[src/rtl/bram_rd_pkg.sv]
// rtl/bram_rd_pkg.sv - shared constants and FSM encoding for the BRAM stream reader
package bram_rd_pkg;

    localparam int DEF_DWIDTH   = 32;
    localparam int DEF_AWIDTH   = 12;
    localparam int DEF_MEM_SIZE = 3840;

    typedef enum logic [1:0] {
        ST_IDLE  = 2'd0,
        ST_RUN   = 2'd1,
        ST_DRAIN = 2'd2
    } state_e;

endpackage

[src/rtl/bram_stream_reader_if.sv]
// rtl/bram_stream_reader_if.sv - output word stream of the BRAM stream reader
interface bram_stream_reader_if #(
    parameter int DWIDTH = 32
);
    logic              m_valid_o;
    logic [DWIDTH-1:0] m_data_o;
    logic              m_last_o;
    logic              m_ready_i;

    modport master (
        output m_valid_o,
        output m_data_o,
        output m_last_o,
        input  m_ready_i
    );

    modport slave (
        input  m_valid_o,
        input  m_data_o,
        input  m_last_o,
        output m_ready_i
    );
endinterface

[src/rtl/fifo2_skid.sv]
// rtl/fifo2_skid.sv - two-entry output buffer holding {last, data}
module fifo2_skid #(
    parameter int W = 33
) (
    input  logic         clk,
    input  logic         reset,
    input  logic         push,
    input  logic [W-1:0] push_data,
    input  logic         pop,
    output logic [W-1:0] head,
    output logic [1:0]   count
);

    logic [W-1:0] mem_q [2];
    logic [W-1:0] mem_d [2];
    logic         wr_ptr_q, wr_ptr_d;
    logic         rd_ptr_q, rd_ptr_d;
    logic [1:0]   cnt_q, cnt_d;
    logic         do_push, do_pop;

    always_comb begin
        mem_d    = mem_q;
        wr_ptr_d = wr_ptr_q;
        rd_ptr_d = rd_ptr_q;
        do_pop   = pop && (cnt_q != 2'd0);
        // A full buffer still accepts a word in the same cycle it releases one
        do_push  = push && ((cnt_q != 2'd2) || do_pop);
        if (do_push) begin
            mem_d[wr_ptr_q] = push_data;
            wr_ptr_d        = ~wr_ptr_q;
        end
        if (do_pop) begin
            rd_ptr_d = ~rd_ptr_q;
        end
        cnt_d = cnt_q + 2'(do_push) - 2'(do_pop);
    end

    always_ff @(posedge clk or posedge reset) begin
        if (reset) begin
            mem_q[0] <= '0;
            mem_q[1] <= '0;
            wr_ptr_q <= 1'b0;
            rd_ptr_q <= 1'b0;
            cnt_q    <= 2'd0;
        end else begin
            mem_q    <= mem_d;
            wr_ptr_q <= wr_ptr_d;
            rd_ptr_q <= rd_ptr_d;
            cnt_q    <= cnt_d;
        end
    end

    assign head  = mem_q[rd_ptr_q];
    assign count = cnt_q;

endmodule

[src/rtl/bram_stream_reader.sv]
// rtl/bram_stream_reader.sv - reads a run of BRAM words and streams them out with backpressure
module bram_stream_reader
    import bram_rd_pkg::*;
#(
    parameter int DWIDTH   = DEF_DWIDTH,
    parameter int AWIDTH   = DEF_AWIDTH,
    parameter int MEM_SIZE = DEF_MEM_SIZE
) (
    input  logic              clk,
    input  logic              reset,
    input  logic              start_i,
    input  logic [AWIDTH-1:0] base_addr_i,
    input  logic [AWIDTH-1:0] len_i,
    output logic [AWIDTH-1:0] addr_o,
    output logic              ce_o,
    output logic              we_o,
    input  logic [DWIDTH-1:0] q_i,
    bram_stream_reader_if.master m,
    output logic              busy_o,
    output logic              done_o
);

    state_e            state_q, state_d;
    logic [AWIDTH-1:0] addr_q, addr_d;
    logic [AWIDTH-1:0] issue_left_q, issue_left_d;
    logic              inflight_q, inflight_d;
    logic              inflight_last_q, inflight_last_d;
    logic              done_q, done_d;

    logic [AWIDTH-1:0] len_eff;
    logic              issue;
    logic              pop;
    logic              out_valid;
    logic [2:0]        occ;
    logic [1:0]        fifo_cnt;
    logic [DWIDTH:0]   fifo_head;

    assign out_valid = (fifo_cnt != 2'd0);
    assign pop       = out_valid && m.m_ready_i;
    assign len_eff   = (len_i > AWIDTH'(MEM_SIZE)) ? AWIDTH'(MEM_SIZE) : len_i;

    // Words already buffered or on their way, after this cycle's departure
    assign occ = 3'(fifo_cnt) + 3'(inflight_q) - 3'(pop);

    always_comb begin
        state_d         = state_q;
        addr_d          = addr_q;
        issue_left_d    = issue_left_q;
        inflight_d      = 1'b0;
        inflight_last_d = 1'b0;
        done_d          = 1'b0;
        issue           = 1'b0;
        case (state_q)
            ST_IDLE: begin
                if (start_i) begin
                    addr_d       = base_addr_i;
                    issue_left_d = len_eff;
                    if (len_eff == '0) begin
                        done_d = 1'b1;
                    end else begin
                        state_d = ST_RUN;
                    end
                end
            end
            ST_RUN: begin
                if (occ < 3'd2) begin
                    issue           = 1'b1;
                    inflight_d      = 1'b1;
                    inflight_last_d = (issue_left_q == AWIDTH'(1));
                    issue_left_d    = issue_left_q - AWIDTH'(1);
                    addr_d          = (addr_q == AWIDTH'(MEM_SIZE - 1)) ? '0 : addr_q + AWIDTH'(1);
                    if (issue_left_q == AWIDTH'(1)) begin
                        state_d = ST_DRAIN;
                    end
                end
            end
            ST_DRAIN: begin
                if (pop && fifo_head[DWIDTH]) begin
                    state_d = ST_IDLE;
                    done_d  = 1'b1;
                end
            end
            default: state_d = ST_IDLE;
        endcase
    end

    always_ff @(posedge clk or posedge reset) begin
        if (reset) begin
            state_q         <= ST_IDLE;
            addr_q          <= '0;
            issue_left_q    <= '0;
            inflight_q      <= 1'b0;
            inflight_last_q <= 1'b0;
            done_q          <= 1'b0;
        end else begin
            state_q         <= state_d;
            addr_q          <= addr_d;
            issue_left_q    <= issue_left_d;
            inflight_q      <= inflight_d;
            inflight_last_q <= inflight_last_d;
            done_q          <= done_d;
        end
    end

    fifo2_skid #(
        .W(DWIDTH + 1)
    ) u_fifo (
        .clk       (clk),
        .reset     (reset),
        .push      (inflight_q),
        .push_data ({inflight_last_q, q_i}),
        .pop       (pop),
        .head      (fifo_head),
        .count     (fifo_cnt)
    );

    assign addr_o      = addr_q;
    assign ce_o        = issue;
    assign we_o        = 1'b0;
    assign busy_o      = (state_q != ST_IDLE);
    assign done_o      = done_q;
    assign m.m_valid_o = out_valid;
    assign m.m_data_o  = out_valid ? fifo_head[DWIDTH-1:0] : '0;
    assign m.m_last_o  = out_valid && fifo_head[DWIDTH];

endmodule

[src/flat_wrapper.sv]
// flat-port wrapper written by rule: the top's interface ports become plain ports
module bram_stream_reader_flat import bram_rd_pkg::*;
#(
    parameter int DWIDTH   = DEF_DWIDTH,
    parameter int AWIDTH   = DEF_AWIDTH,
    parameter int MEM_SIZE = DEF_MEM_SIZE
)
  (clk, reset, start_i, base_addr_i, len_i, addr_o, ce_o, we_o, q_i, busy_o, done_o, m_m_valid_o, m_m_data_o, m_m_last_o, m_m_ready_i);
  bram_stream_reader_if #(.DWIDTH(DWIDTH)) m_i ();
  input  logic clk;
  input  logic reset;
  input  logic start_i;
  input  logic [AWIDTH-1:0] base_addr_i;
  input  logic [AWIDTH-1:0] len_i;
  output logic [AWIDTH-1:0] addr_o;
  output logic ce_o;
  output logic we_o;
  input  logic [DWIDTH-1:0] q_i;
  output logic busy_o;
  output logic done_o;
  output wire logic [$bits(m_i.m_valid_o)-1:0] m_m_valid_o;
  output wire logic [$bits(m_i.m_data_o)-1:0] m_m_data_o;
  output wire logic [$bits(m_i.m_last_o)-1:0] m_m_last_o;
  input wire logic [$bits(m_i.m_ready_i)-1:0] m_m_ready_i;
  assign m_m_valid_o = m_i.m_valid_o;
  assign m_m_data_o = m_i.m_data_o;
  assign m_m_last_o = m_i.m_last_o;
  assign m_i.m_ready_i = m_m_ready_i;
  bram_stream_reader #(.DWIDTH(DWIDTH), .AWIDTH(AWIDTH), .MEM_SIZE(MEM_SIZE)) u_core (.clk(clk), .reset(reset), .start_i(start_i), .base_addr_i(base_addr_i), .len_i(len_i), .addr_o(addr_o), .ce_o(ce_o), .we_o(we_o), .q_i(q_i), .m(m_i), .busy_o(busy_o), .done_o(done_o));
endmodule
[config.mk]
export PLATFORM = sky130hd
export DESIGN_NAME = bram_stream_reader_flat
export DESIGN_NICKNAME = d
export VERILOG_FILES = /design/src/rtl/bram_rd_pkg.sv /design/src/rtl/bram_stream_reader_if.sv /design/src/rtl/fifo2_skid.sv /design/src/rtl/bram_stream_reader.sv /design/src/flat_wrapper.sv
export SDC_FILE = /design/constraint.sdc
export NUM_CORES = 1
export LEC_CHECK = 0
export ABC_AREA = 1
export CORE_AREA = 2 2 126 128
export DETAILED_ROUTE_END_ITERATION = 16
export DIE_AREA = 0 0 128 130
export MAX_ROUTING_LAYER = met4
export PLACE_DENSITY = 0.61
export SYNTH_ARGS = -nofsm -noshare
export SYNTH_HDL_FRONTEND = slang
export SYNTH_SLANG_ARGS = --single-unit
[constraint.sdc]
create_clock -name clk -period 3.7 [get_ports clk]
set_input_delay 0.555 -clock clk [delete_from_list [all_inputs] [get_ports clk]]
set_output_delay 0.555 -clock clk [all_outputs]
set_load 0.005 [all_outputs]
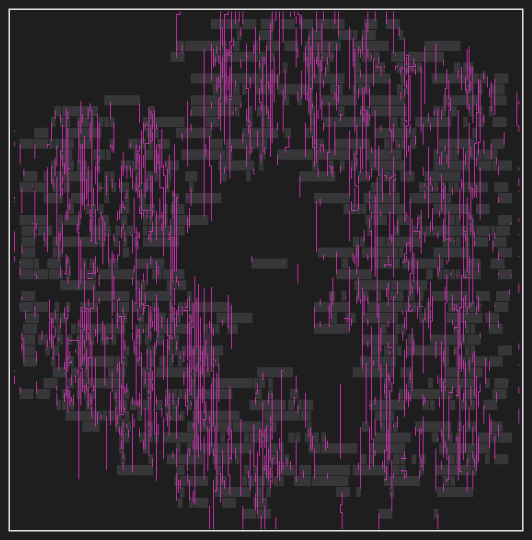
Fig. 1. Signal wires on met2 (run 1).
Scale: 4 px per µm. Cells faint in the background.
wire length on this layer = 5700 µm
main direction = vertical
Vias: 4702
met2 Usage GRT: 25.3%
final wirelength: 13100 µm

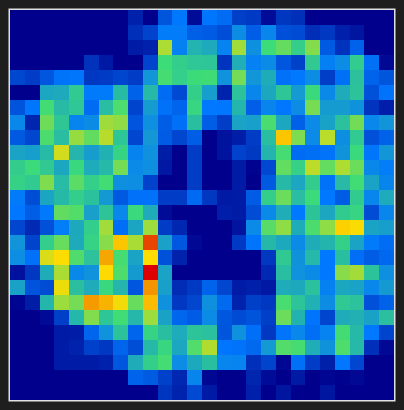
Fig. 2. Signal metal coverage by tile (run 1).
Scale: 3 px per µm. 26 x 26 tiles, from dark blue (low) to red (high), scaled to the fullest tile. Values are wire area over tile area, all layers added.
emptiest ninth of the die = centre
mean over tiles = 0.12
fullest tile = 0.48
nearly empty tiles = 19%
tiles over half the peak = 12%

==> flow_metrics.py, run 1 <==
# Synthesis and PnR figures
metrics = {
    "die": {
        "fp.dieH_um": 130,
        "fp-utilization_pct": 33.8,
        "io_pins": 110,
        "dieArea_mm2": 0.0166,
        "core_area_mm2": 0.0154,
        "die-width_um": 128,
    },
    "global_route": {
        "grt_max_degree": 68,
        "busiest_layer": "met2",
        "grt_remaining_overflow": 0,
        "antenna_found_initial": 0,
        "grt_pass1_vias": 4309,
        "track_usage_pct": 17.0,
        "grt_pass1_wl_um": 21900,
        "gr-usage-met1_pct": 23.6,
    },
    "finish": {
        "final_cells": 997,
        "n_antenna_cell": 0,
        "fin_nets": 867,
        "area_growth_syn_to_layout_pct": 29.1,
    },
    "final_timing": {
        "fin_setup_tns_ns": 0,
        "fmax_mhz": 289,
        "min_period_ns": 3.47,
        "rsz0062_at_grt": "no",
        "hold_violations": 0,
        "tightest_slew_ns": 1.08,
        "slew_headroom_pct": 27.7,
        "setup_viol": 0,
        "slew_violations": 0,
        "clock_skew_ns": 0.00638,
    },
    "clocking": {
        "cts-resized-gates": 0,
        "cts.root.buffer_cell": "clkbuf_16",
        "cts_tree": "yes",
        "holdBufCountCts": 0,
        "cts_buffers": 9,
        "cts_num_sinks": 99,
        "htreeDepth": 3,
    },
    "detailed_routing": {
        "viasPerCell": 4.72,
        "wire_per_inst_um": 13.1,
        "dr.pass1.iters": 5,
        "drcViolationCount": 0,
        "ant_nets": 0,
        "drtIter0Drc": 410,
    },
    "setup_path": {
        "path_class": "in -> out",
        "critPathBufInv": 5,
        "path_max_fanout": 3,
        "worst-r2r-cell-count": 15,
        "rr_endpoint": "u_core.issue_left_q[3]",
        "r2r_slack_ns": 0.92,
        "cpMaxStageDelayCell": "fa_1",
        "crit_required_ns": 3.14,
        "critPathLaunchType": "primary input",
        "cp_cell_sequence": "clkdlybuf4s50_1 > inv_1 > nor2_1 > ha_1 > inv_1 > nand2_1 > fa_1 > nand2_1 > nor2_2 > nand2_2 > inv_1 > clkdlybuf4s50_1",
        "cp_slowest_stage_delay_ns": 0.49,
        "regToRegStartpoint": "u_core.u_fifo.count[1]",
    },
    "synthesis": {
        "syn_area_per_cell_um2": 7.40,
        "synthArstFlopShare_pct": 100,
        "ys_types": 30,
        "syn-num-nets": 771,
        "yosys_warnings": 0,
        "ff_type": "dfrtp_1",
        "yosys_cells": 704,
        "synthCells": 704,
        "ys_ff": 99,
        "syn-cell-area_mm2": 0.00521,
        "synth.area.top_cells": "dfrtp_1, nand2_1, o21ai_0, inv_1, a21oi_1",
        "top_area_cell": "dfrtp_1",
        "synth_top_cell_by_count": "nand2_1",
        "common_cells": "nand2_1, dfrtp_1, inv_1",
        "ys_chip_area_mm2": 0.00521,
    },
    "pwr": {
        "p_leak_uw": 0.00316,
        "clkPwrFrac_pct": 16.6,
        "switching_share_pct": 40.7,
        "p_int_uw": 3440,
        "peakVddDrop_mv": 0.350,
        "pwr_density_cell_mw_per_mm2": 863,
        "p_switching_uw": 2360,
        "p_seq_share_pct": 33.0,
    },
    "hold_path": {
        "holdPathStages": 1,
        "min_from": "u_core.state_q[0]",
        "hold_path.class": "reg -> reg",
        "holdPathEnd": "u_core.done_o",
    },
    "placed_design": {
        "io_buffer_count": 108,
        "dp_slack_ns": 0.226,
        "placed_cells": 981,
        "finalWeightedCongestion": 0.835,
        "dp_hpwl_um": 8740,
    },
    "status": {
        "outcome": "completed",
    },
    "job": {
        "maxCapViolations": 0,
    },
}
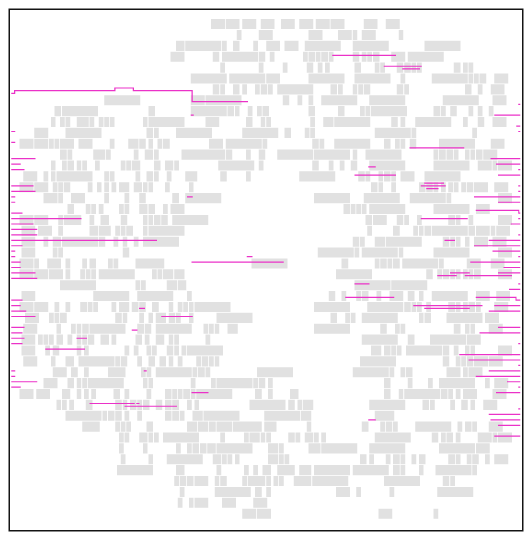
Fig. 3. Signal wires on met3 (run 1).
Scale: 4 px per µm. Cells faint in the background.
main direction = horizontal
share of all routed wire = 5.1%
met3 GRT Util: 2.87%

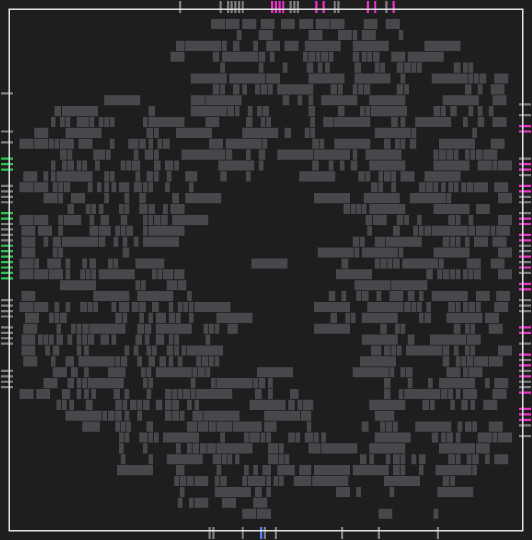
Fig. 4. Pin map (run 1).
Scale: 4 px per µm. Pins as bars across the die edge, other pins in grey.
green -> base_addr_i  # pins 12, direction input, edge west
blue -> m_m_ready_i  # pins 1, direction input, edge south
magenta -> m_m_data_o  # pins 32, direction output, edge 23 east, 9 north

run 1: power by group through the flow:
| stage | clock [µW] | sequential, µW | combinational [µW] |
|---|---|---|---|
| 3_3_place_gp | 0 | 1920 | 2920 |
| 5_1_grt | 1040 | 1980 | 3360 |
| 3_5_place_dp | 0 | 1920 | 2950 |
| 4_1_cts | 992 | 1910 | 2960 |
| 2_1_floorplan | 0 | 1840 | 1870 |
| 6_report | 961 | 1920 | 2930 |
run 1: stage by stage:
step                power (µW)  instance area (µm²)  hold WS (ns)
floorplan                 3710                 5210         0.422
global placement          4840                 6420         0.458
detailed placement        4880                 6420         0.457
CTS                       5870                 6730         0.466
global route              6380                 6730         0.490
finish                    5800                 6730         0.465
run 1: cell usage in the layout (no fill, tap or decap), drive strengths merged:
master,netlist,final
o22ai,1,1
ha,6,6
clkinvlp,0,3
clkdlybuf4s50,0,108
a21boi,3,3
dfrtp,99,99
o21ai,92,92
o21bai,3,3
nand3,26,26
clkbuf,11,11
nand4,8,8
inv,73,74
bufinv,0,1
conb,1,1
nand2,235,235
a31oi,2,2
or2,3,3
buf,23,11
xnor2,1,1
fa,1,1
nor2,65,65
a21oi,47,47
xor2,4,4
run 1: worst max-delay path by stage:
stage                                   to         from  slack [ns]  cells after the start
after floorplan           u_core.addr_o[0]        reset        0.55                      1
after global placement                ce_o  m_m_ready_i        0.26                     12
after detailed placement              ce_o  m_m_ready_i        0.23                     12
after CTS                             ce_o  m_m_ready_i        0.22                     12
after global routing                  ce_o  m_m_ready_i        0.10                     12
final                                 ce_o  m_m_ready_i        0.23                     12
run 1: final cells by class:
type / count / area (µm²) / share of cell area (%)
timing repair buffer: 119 / 1180 / 17.5
clock buffer: 11 / 243 / 3.61
sequential: 99 / 2480 / 36.8
inverter: 73 / 277 / 4.11
multi-input combinational: 498 / 2250 / 33.5
tap: 192 / 240 / 3.57
clock inverter: 5 / 61.3 / 0.911
run 1: metal layers:
| metal | vias up | routed length [µm] | part of all wire [%] |
|---|---|---|---|
| met5 | - | 0 | 0 |
| met4 | 0 | 205 | 1.6 |
| met3 | 14 | 667 | 5.1 |
| met2 | 133 | 5700 | 44 |
| met1 | 2144 | 6510 | 50 |
| li1 | 2411 | - | - |
run 1: registers in the layout, summed over array words and instances, names as in the netlist:
| signal | count |
|---|---|
| u_core.done_o | 1 |
| u_core.u_fifo.wr_ptr_q | 1 |
| u_core.u_fifo.rd_ptr_q | 1 |
| u_core.u_fifo.mem_q | 66 |
| u_core.state_q | 2 |
| u_core.u_fifo.count | 2 |
| u_core.inflight_q | 1 |
| u_core.addr_o | 12 |
| u_core.inflight_last_q | 1 |
| u_core.issue_left_q | 12 |
run 1: cells by family (layout without fill, tap and decap cells):
| group | after synthesis | in the layout | share of synthesized area [%] |
|---|---|---|---|
| simple gates | 337 | 337 | 25.9 |
| compound gates | 148 | 148 | 14.6 |
| buf+inv | 107 | 208 | 9.31 |
| flops | 99 | 99 | 47.5 |
| fa+ha+maj | 7 | 7 | 1.82 |
| xor+xnor | 5 | 5 | 0.840 |
| other cells | 1 | 1 | 0.0719 |
Fig. 5: run 1, track usage over the die
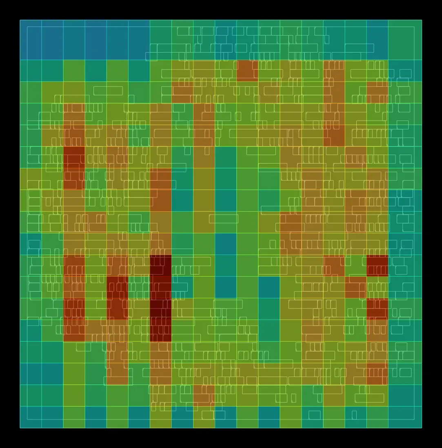

==> inputs of run 2 (changes only) <==
--- a/config.mk
+++ b/config.mk
@@ -6,6 +6,7 @@
 export NUM_CORES = 1
 export LEC_CHECK = 0
 export ABC_AREA = 1
+export CAP_MARGIN = 20
 export CORE_AREA = 2 2 126 128
 export DETAILED_ROUTE_END_ITERATION = 16
 export DIE_AREA = 0 0 128 130
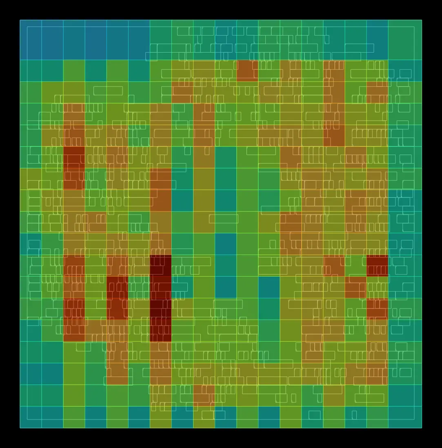
Fig. 6. Track usage over the die (run 2).
fin util: 43.8%
all-layer global routing usage: 17.0%

==> run 2 against run 1 <==
Effect of this change:
- clock-buffer cell count unchanged
- design area up 0.30%
- first-iteration DRC count down 4.1%
- total power up 0.34%
- clock power about the same
- via count down 0.32%
- synthesized cell count unchanged
==> flow_metrics.py, run 2 <==
# Synthesis and PnR figures
metrics = {
    "status": {
        "outcome": "completed",
    },
    "global_route": {
        "grt_max_degree": 68,
        "grt_remaining_overflow": 0,
        "grt_pass1_vias": 4309,
        "antenna_found_initial": 0,
    },
    "finish": {
        "n_antenna_cell": 0,
        "largest_register_ffs": 66,
        "regMostFlops": "u_core.u_fifo.mem_q",
        "lay_top_count": "nand2_1",
        "most-common-layout-cells": "nand2_1, clkdlybuf4s50_1, dfrtp_1",
        "final_cells": 998,
    },
    "final_timing": {
        "hold_violations": 0,
        "fmax_mhz": 289,
        "fin_setup_tns_ns": 0,
        "min_period_ns": 3.46,
        "slew_headroom_pct": 52.2,
        "clock_skew_ns": 0.00646,
        "rsz0062_at_grt": "no",
        "slew_violations": 0,
    },
    "hold_path": {
        "min_from": "u_core.state_q[0]",
        "holdPathEnd": "u_core.done_o",
    },
    "setup_path": {
        "rr_endpoint": "u_core.issue_left_q[3]",
        "path_class": "in -> out",
        "path_max_fanout": 3,
        "worst-r2r-cell-count": 15,
        "startpoint": "m_m_ready_i",
        "r2r_slack_ns": 0.92,
    },
    "pwr": {
        "peakVddDrop_mv": 0.294,
        "p_leak_uw": 0.00317,
        "pwr_density_cell_mw_per_mm2": 863,
    },
    "clocking": {
        "cts_num_sinks": 99,
        "cts_tree": "yes",
        "htreeDepth": 3,
        "cts_buffers": 9,
        "holdBufCountCts": 0,
    },
    "synthesis": {
        "ys_types": 30,
        "synth.area.top_cells": "dfrtp_1, nand2_1, o21ai_0, inv_1, a21oi_1",
        "synthArstFlopShare_pct": 100,
        "ys_ff": 99,
        "syn_area_per_cell_um2": 7.40,
        "common_cells": "nand2_1, dfrtp_1, inv_1",
        "yosys_cells": 704,
        "top_area_cell": "dfrtp_1",
    },
    "detailed_routing": {
        "routed_wl_um": 13100,
        "drtIter0Drc": 393,
        "dr_total_vias": 4687,
        "dr.pass1.iters": 5,
        "drcViolationCount": 0,
        "viasPerCell": 4.70,
    },
    "placed_design": {
        "dp_slack_ns": 0.226,
        "dp_hpwl_um": 8740,
    },
    "die": {
        "io_pins": 110,
        "die-width_um": 128,
        "core_area_mm2": 0.0154,
        "fp.dieH_um": 130,
    },
    "job": {
        "maxCapViolations": 0,
    },
}
[run 2: final cells by class]
type / count / area, µm² / area share [%]
clock inverters: 5 / 61.3 / 0.908
flip-flops and latches: 99 / 2480 / 36.7
repair buffers: 120 / 1200 / 17.7
inverters: 73 / 277 / 4.10
well taps: 192 / 240 / 3.56
clock buffers: 11 / 243 / 3.60
multi-input cells: 498 / 2250 / 33.4
[run 2: metrics by stage]
step	power (µW)	instance area, µm²
2_1_floorplan	3710	5210
3_3_place_gp	4840	6420
3_5_place_dp	4880	6420
4_1_cts	5870	6730
5_1_grt	6400	6750
6_report	5820	6750
[run 2: routing by layer]
metal | global-route usage, % | vias to the layer above | wire length, µm
li1 | - | 2411 | -
met5 | - | - | 0
met3 | 2.87 | 14 | 576
met1 | 23.6 | 2146 | 6660
met4 | 6.14 | 0 | 206
met2 | 25.3 | 116 | 5670
[run 2: how the worst max path moves through the flow]
stage / to / slack, ns
final: ce_o / 0.24
after global routing: ce_o / 0.10
after CTS: ce_o / 0.22
after detailed placement: ce_o / 0.23
after global placement: ce_o / 0.26
after floorplan: u_core.addr_o[0] / 0.55
[run 2: cells by family after synthesis]
family | share of synthesized area (%)
simple gates | 25.9
compound gates | 14.6
buf+inv | 9.31
flops | 47.5
fa+ha+maj | 1.82
xor+xnor | 0.840
other cells | 0.0719
[run 2: power breakdown]
group	leakage (µW)	switching (µW)	internal (µW)
registers	0.00123	348	1570
clock network	0.000138	416	545
logic	0.00180	1610	1340
total	0.00317	2370	3450
[run 2: critical path, cell delays in order]
cell and delay, ns:
clkdlybuf4s50_1 0.48, inv_1 0.05, nor2_1 0.14, ha_1 0.24
inv_1 0.05, nand2_1 0.06, fa_1 0.49, nand2_1 0.07
nor2_2 0.13, nand2_2 0.07, inv_1 0.07, clkdlybuf4s50_1 0.49
Power and IR drop assume default switching activity.
